===== src/rtl/btn_req_conditioner_if.sv =====
// ============================================================================
// Module : btn_req_conditioner_if
// Brief  : Button conditioner bus: raw buttons/ack in, debounced levels,
//          edge pulses and encoder request lines out.
// Rev    : 1.0
// ============================================================================
`default_nettype none

interface btn_req_conditioner_if;
  logic [2:0] btn_in;
  logic       ack;
  logic [2:0] stable;
  logic [2:0] rise;
  logic       req2;
  logic       req1;
  logic       req0;
  logic       pending;

  modport master (
    output btn_in, ack,
    input  stable, rise, req2, req1, req0, pending
  );

  modport slave (
    input  btn_in, ack,
    output stable, rise, req2, req1, req0, pending
  );
endinterface

`default_nettype wire


===== src/rtl/btn_req_conditioner.sv =====
// ============================================================================
// Module : btn_req_conditioner
// Brief  : 3-channel synchronise/debounce/rise-detect with sticky requests
//          feeding a 3-input priority encoder. BTN_REQ_LEVEL_EN selects
//          live debounced levels on req2..req0 instead of sticky requests.
// Rev    : 1.0
// ============================================================================
`default_nettype none

module btn_req_conditioner #(
  parameter int DEBOUNCE_CNT = 4,
  parameter int CNT_W        = 4
) (
  input  logic                    clk,
  input  logic                    rst_n,
  btn_req_conditioner_if.slave    bus
);

  localparam logic [CNT_W-1:0] C_CNT_MAX = CNT_W'(DEBOUNCE_CNT - 1);

  logic [2:0]       sync1_q;
  logic [2:0]       sync2_q;
  logic [2:0]       stable_q;
  logic [2:0]       stable_d;
  logic [2:0]       rise_q;
  logic [2:0]       rise_d;
  logic [CNT_W-1:0] cnt_q [3];
  logic [CNT_W-1:0] cnt_d [3];
  logic [2:0]       req;

  // Any cycle where the synchronised input agrees with the stable level
  // restarts the count, so only an unbroken run of DEBOUNCE_CNT flips it.
  always_comb begin
    stable_d = stable_q;
    for (int i = 0; i < 3; i++) begin
      cnt_d[i] = cnt_q[i];
      if (sync2_q[i] == stable_q[i]) begin
        cnt_d[i] = '0;
      end else if (cnt_q[i] == C_CNT_MAX) begin
        stable_d[i] = sync2_q[i];
        cnt_d[i]    = '0;
      end else begin
        cnt_d[i] = cnt_q[i] + CNT_W'(1);
      end
    end
    rise_d = stable_d & ~stable_q;
  end

  always_ff @(posedge clk) begin
    if (!rst_n) begin
      sync1_q  <= '0;
      sync2_q  <= '0;
      stable_q <= '0;
      rise_q   <= '0;
      for (int i = 0; i < 3; i++) cnt_q[i] <= '0;
    end else begin
      sync1_q  <= bus.btn_in;
      sync2_q  <= sync1_q;
      stable_q <= stable_d;
      rise_q   <= rise_d;
      for (int i = 0; i < 3; i++) cnt_q[i] <= cnt_d[i];
    end
  end

`ifdef BTN_REQ_LEVEL_EN
  logic unused_ack;
  assign unused_ack = bus.ack;
  assign req        = stable_q;
`else
  logic [2:0] req_q;
  logic [2:0] req_d;

  // A new rise wins over a simultaneous ack so no press is ever lost.
  always_comb begin
    req_d = rise_q | (req_q & ~{3{bus.ack}});
  end

  always_ff @(posedge clk) begin
    if (!rst_n) req_q <= '0;
    else        req_q <= req_d;
  end

  assign req = req_q;
`endif

  assign bus.stable  = stable_q;
  assign bus.rise    = rise_q;
  assign bus.req2    = req[2];
  assign bus.req1    = req[1];
  assign bus.req0    = req[0];
  assign bus.pending = |req;

endmodule

`default_nettype wire


===== src/flat_wrapper.sv =====
// flat-port wrapper written by rule: the top's interface ports become plain ports
module btn_req_conditioner_flat 
#(
  parameter int DEBOUNCE_CNT = 4,
  parameter int CNT_W        = 4
)
  (clk, rst_n, bus_btn_in, bus_ack, bus_stable, bus_rise, bus_req2, bus_req1, bus_req0, bus_pending);
  btn_req_conditioner_if bus_i ();
  input  logic clk;
  input  logic rst_n;
  input wire logic [$bits(bus_i.btn_in)-1:0] bus_btn_in;
  input wire logic [$bits(bus_i.ack)-1:0] bus_ack;
  output wire logic [$bits(bus_i.stable)-1:0] bus_stable;
  output wire logic [$bits(bus_i.rise)-1:0] bus_rise;
  output wire logic [$bits(bus_i.req2)-1:0] bus_req2;
  output wire logic [$bits(bus_i.req1)-1:0] bus_req1;
  output wire logic [$bits(bus_i.req0)-1:0] bus_req0;
  output wire logic [$bits(bus_i.pending)-1:0] bus_pending;
  assign bus_i.btn_in = bus_btn_in;
  assign bus_i.ack = bus_ack;
  assign bus_stable = bus_i.stable;
  assign bus_rise = bus_i.rise;
  assign bus_req2 = bus_i.req2;
  assign bus_req1 = bus_i.req1;
  assign bus_req0 = bus_i.req0;
  assign bus_pending = bus_i.pending;
  btn_req_conditioner #(.DEBOUNCE_CNT(DEBOUNCE_CNT), .CNT_W(CNT_W)) u_core (.clk(clk), .rst_n(rst_n), .bus(bus_i));
endmodule

===== config.mk =====
export PLATFORM = sky130hd
export DESIGN_NAME = btn_req_conditioner_flat
export DESIGN_NICKNAME = d
export VERILOG_FILES = /design/src/rtl/btn_req_conditioner_if.sv /design/src/rtl/btn_req_conditioner.sv /design/src/flat_wrapper.sv
export SDC_FILE = /design/constraint.sdc
export NUM_CORES = 1
export LEC_CHECK = 0
export CORE_MARGIN = 3
export CORE_UTILIZATION = 49
export CTS_CLUSTER_SIZE = 16
export DETAILED_ROUTE_END_ITERATION = 12
export GPL_ROUTABILITY_DRIVEN = 0
export PLACE_DENSITY = 0.74
export SLEW_MARGIN = 20
export SYNTH_ARGS = -nofsm -noshare
export SYNTH_HDL_FRONTEND = slang
export SYNTH_SLANG_ARGS = --single-unit

===== constraint.sdc =====
create_clock -name clk -period 1.5 [get_ports clk]
set_input_delay 0.225 -clock clk [delete_from_list [all_inputs] [get_ports clk]]
set_output_delay 0.225 -clock clk [all_outputs]
set_load 0.01 [all_outputs]

==> Slide: Implementation Results <==
Flow Results at a Glance

Worst hold path
  • HP Start: u_core.sync1_q[0]
  • Hold Path Stages: 1
  • Worst hold path class: reg2reg

Yosys
  • Top cells by count: dfxtp_1, nor2_1
  • Post-Synthesis Mean Instance Area: 10.5 um2
  • Ys flops: 27
  • Sequential-to-total area share from yosys stat: 0.571
  • Top cell area share: 0.571
  • Post-Syn Area: 946 um2
  • Synthesized instance count: 90
  • Top_reg_cell synth: dfxtp_1
  • Synth area leader: dfxtp_1
  • Top cells by area: dfxtp_1, xor2_1, nor2_1
  • Ys Warns: 0
  • Post-synthesis cell count from yosys: 90
  • Async set-or-reset flop fraction in the synthesized netlist: 0
  • Yosys cell types: 17

Worst setup path
  • CP Buf/Inv Count: 1
  • Critical path capture point type: primary output
  • Crit path from: u_core.bus.rise[2]
  • WP data arrival: 1210 ps
  • CP max FO: 2
  • CP peak stage delay: 540 ps
  • FF-to-FF path depth: 4
  • CP delay by family, top: buffers and inverters
  • Critical path type: reg2out
  • Crit path DRT: 1270 ps
  • Critical-path top delay cell: clkdlybuf4s50_1
  • R2r startpoint: u_core.cnt_q[0][0]

Final layout
  • Nets: 118
  • Post-route cell area: 1160 um2
  • Register area: 546 um2
  • Area delta synth->final: 23.1%
  • Ant. Diodes: 0

Floorplan
  • Chip height: 49.9 um
  • Chip width: 49.9 um
  • Chip area: 2490 um2
  • # IOs: 16

Placement
  • DP Area: 1130 um2
  • Port-buffer cells: 15
  • DP Wirelength: 1020 um

Drt
  • WL/cell: 9.89 um
  • Detail Route Antenna Nets: 0
  • Drt first pass iters: 4
  • Vias per cell: 4.63
  • 1st-iter DRT viols: 4
  • DRC Markers: 0

STA
  • WHS: 448 ps
  • PnR worst setup slack: 60.6 ps
  • Tmin final: 1440 ps
  • Final period util: 0.960
  • F_max: 0.695 GHz
  • Slew @ Worst Pin: 405 ps
  • Setup TNS: 0 ps
  • Final Slew Violations: 0
  • RSZ-0062 raised after global routing: no

Clock network
  • Longest Clk Path Bufs: 2
  • CTS tree: done
  • CTS Buf Count: 3
  • Insertion Delay late pin: 320 ps
  • Hold_buf cts: 0
  • CTS Sinks: 27

GRT
  • Initial antenna violation count: 0
  • Grt total ovfl: 0
  • Vias in the first global route: 569

Outcome
  • Outcome: finished, final reports clean

Power
  • Peak supply drop: 0.000812 V

Flow run
  • Max_cap viols: 0
timing repair:
action | CTS | global route
cloned | 0 | 0
gates resized | 4 | 8
endpoints found under the hold margin | 0 | 0
endpoints found under the setup margin | 4 | 7
routing by layer:
layer	global-route usage	wire length, um
met2	0.203	574
met4	0.0415	15
met5	0	0
met3	0.0544	87
met1	0.132	638
area by class of cell:
cell class              instances  share of cell area
inverters                       3             0.00967
repair buffers                 16               0.142
multi-input cells              58               0.331
clock buffers                   4              0.0226
flip-flops and latches         27               0.468
well taps                      25              0.0269
registers in the layout, indices dropped and copies added, names as in the netlist:
name,flops
u_core.bus.stable,3
u_core.cnt_q,12
u_core.sync2_q,3
u_core.bus.rise,3
u_core.req,3
u_core.sync1_q,3
layout by cell type (no fill, tap or decap), drive strengths merged, types with 5 or more instances in the layout:
master         count
clkdlybuf4s50      9
and2               6
xor2               6
dfxtp             27
dlymetal6s2s       5
nor2b              6
nand3              6
nor2              12
clkbuf             5
path summary, 6_finish.rpt:
| path | end | slack [ps] |
|---|---|---|
| setup / recovery | bus_rise[2] | 60 |
| hold / removal | u_core.sync2_q[0] | 450 |
| setup reg to reg | u_core.cnt_q[0][3] | 190 |
| hold reg to reg | u_core.sync2_q[0] | 450 |
kinds of logic (layout without fill, tap and decap cells):
family,count (synthesis),in the layout,synth area share
and+or+nand+nor,40,40,0.229
AOI/OAI and AO/OA,3,3,0.0238
xor gates and xnor gates,9,9,0.0833
adders and majority gates,3,3,0.0397
DFF,27,27,0.571
buffers and inverters,5,23,0.0212
muxes,3,3,0.0317
report_power, final:
group | switching, mW | internal [mW]
clock network | 0.193 | 0.104
registers | 0.00529 | 0.727
logic | 0.0145 | 0.0217
total | 0.212 | 0.853
per-stage QoR:
step	total power [mW]	cells
floorplan	0.766	90
global placement	0.783	129
detailed placement	0.785	129
CTS	1.09	133
global route	1.12	133
finish	1.07	133
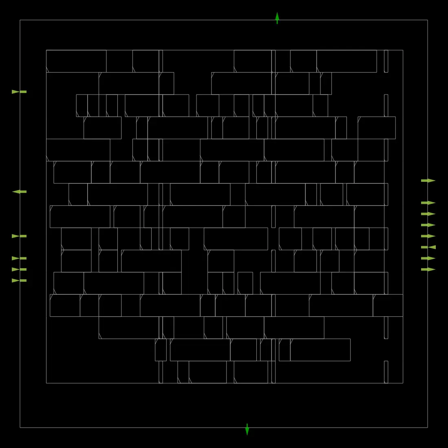
Fig. 1. Placement view.
Fill cells: 150
Seq Cell Count: 27
num rows: 15
Seq area share: 0.468

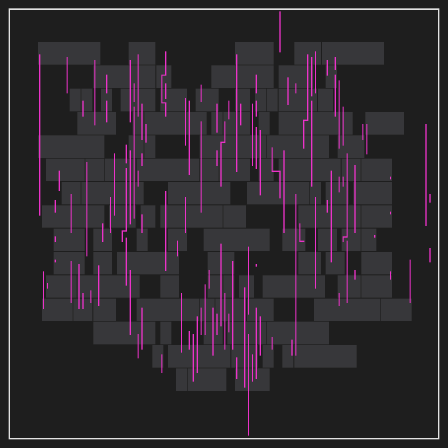
Fig. 2. The metal 2 layer.
Cells faint in the background.
- longest straight run: 18.7 um
- main direction: vertical
- wire length on this layer: 575 um
- nets with wire on the layer: 94
Vias: 616
GR Util met2: 0.203
total routed wirelength: 1320 um

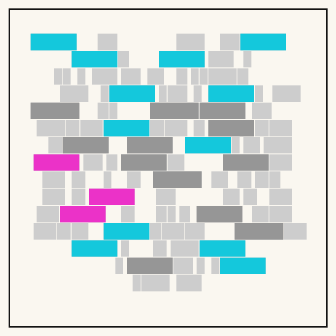
Fig. 3. Where the registers sit.
- magenta: `u_core.sync1_q` (sequential cells 3)
- cyan: `u_core.cnt_q` (sequential cells 12)
- not coloured: 12

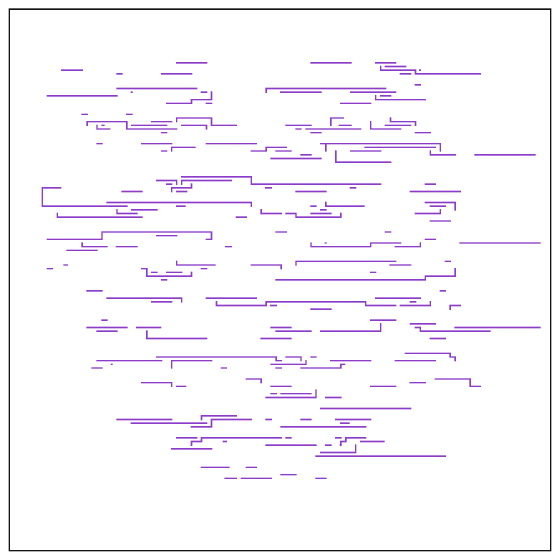
Fig. 4. Metal 1.
- main direction: horizontal
- wire length on this layer: 639 um
- nets with wire on the layer: 102
- share of all routed wire: 49%
met1 usage: 0.132

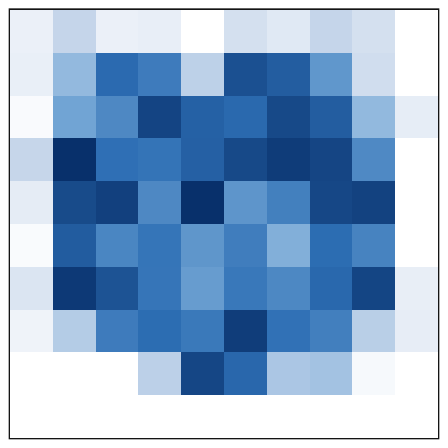
Fig. 5. Local utilization.
10 x 10 tiles, from white (low) to dark blue (high), 0 to 100% covered.
- tiles over 75% full: 28%
- nearly empty tiles: 20%
- emptiest ninth of the die: bottom left
Core Footprint: 1780 um2
fin util: 0.653

Power and IR drop assume default switching activity.
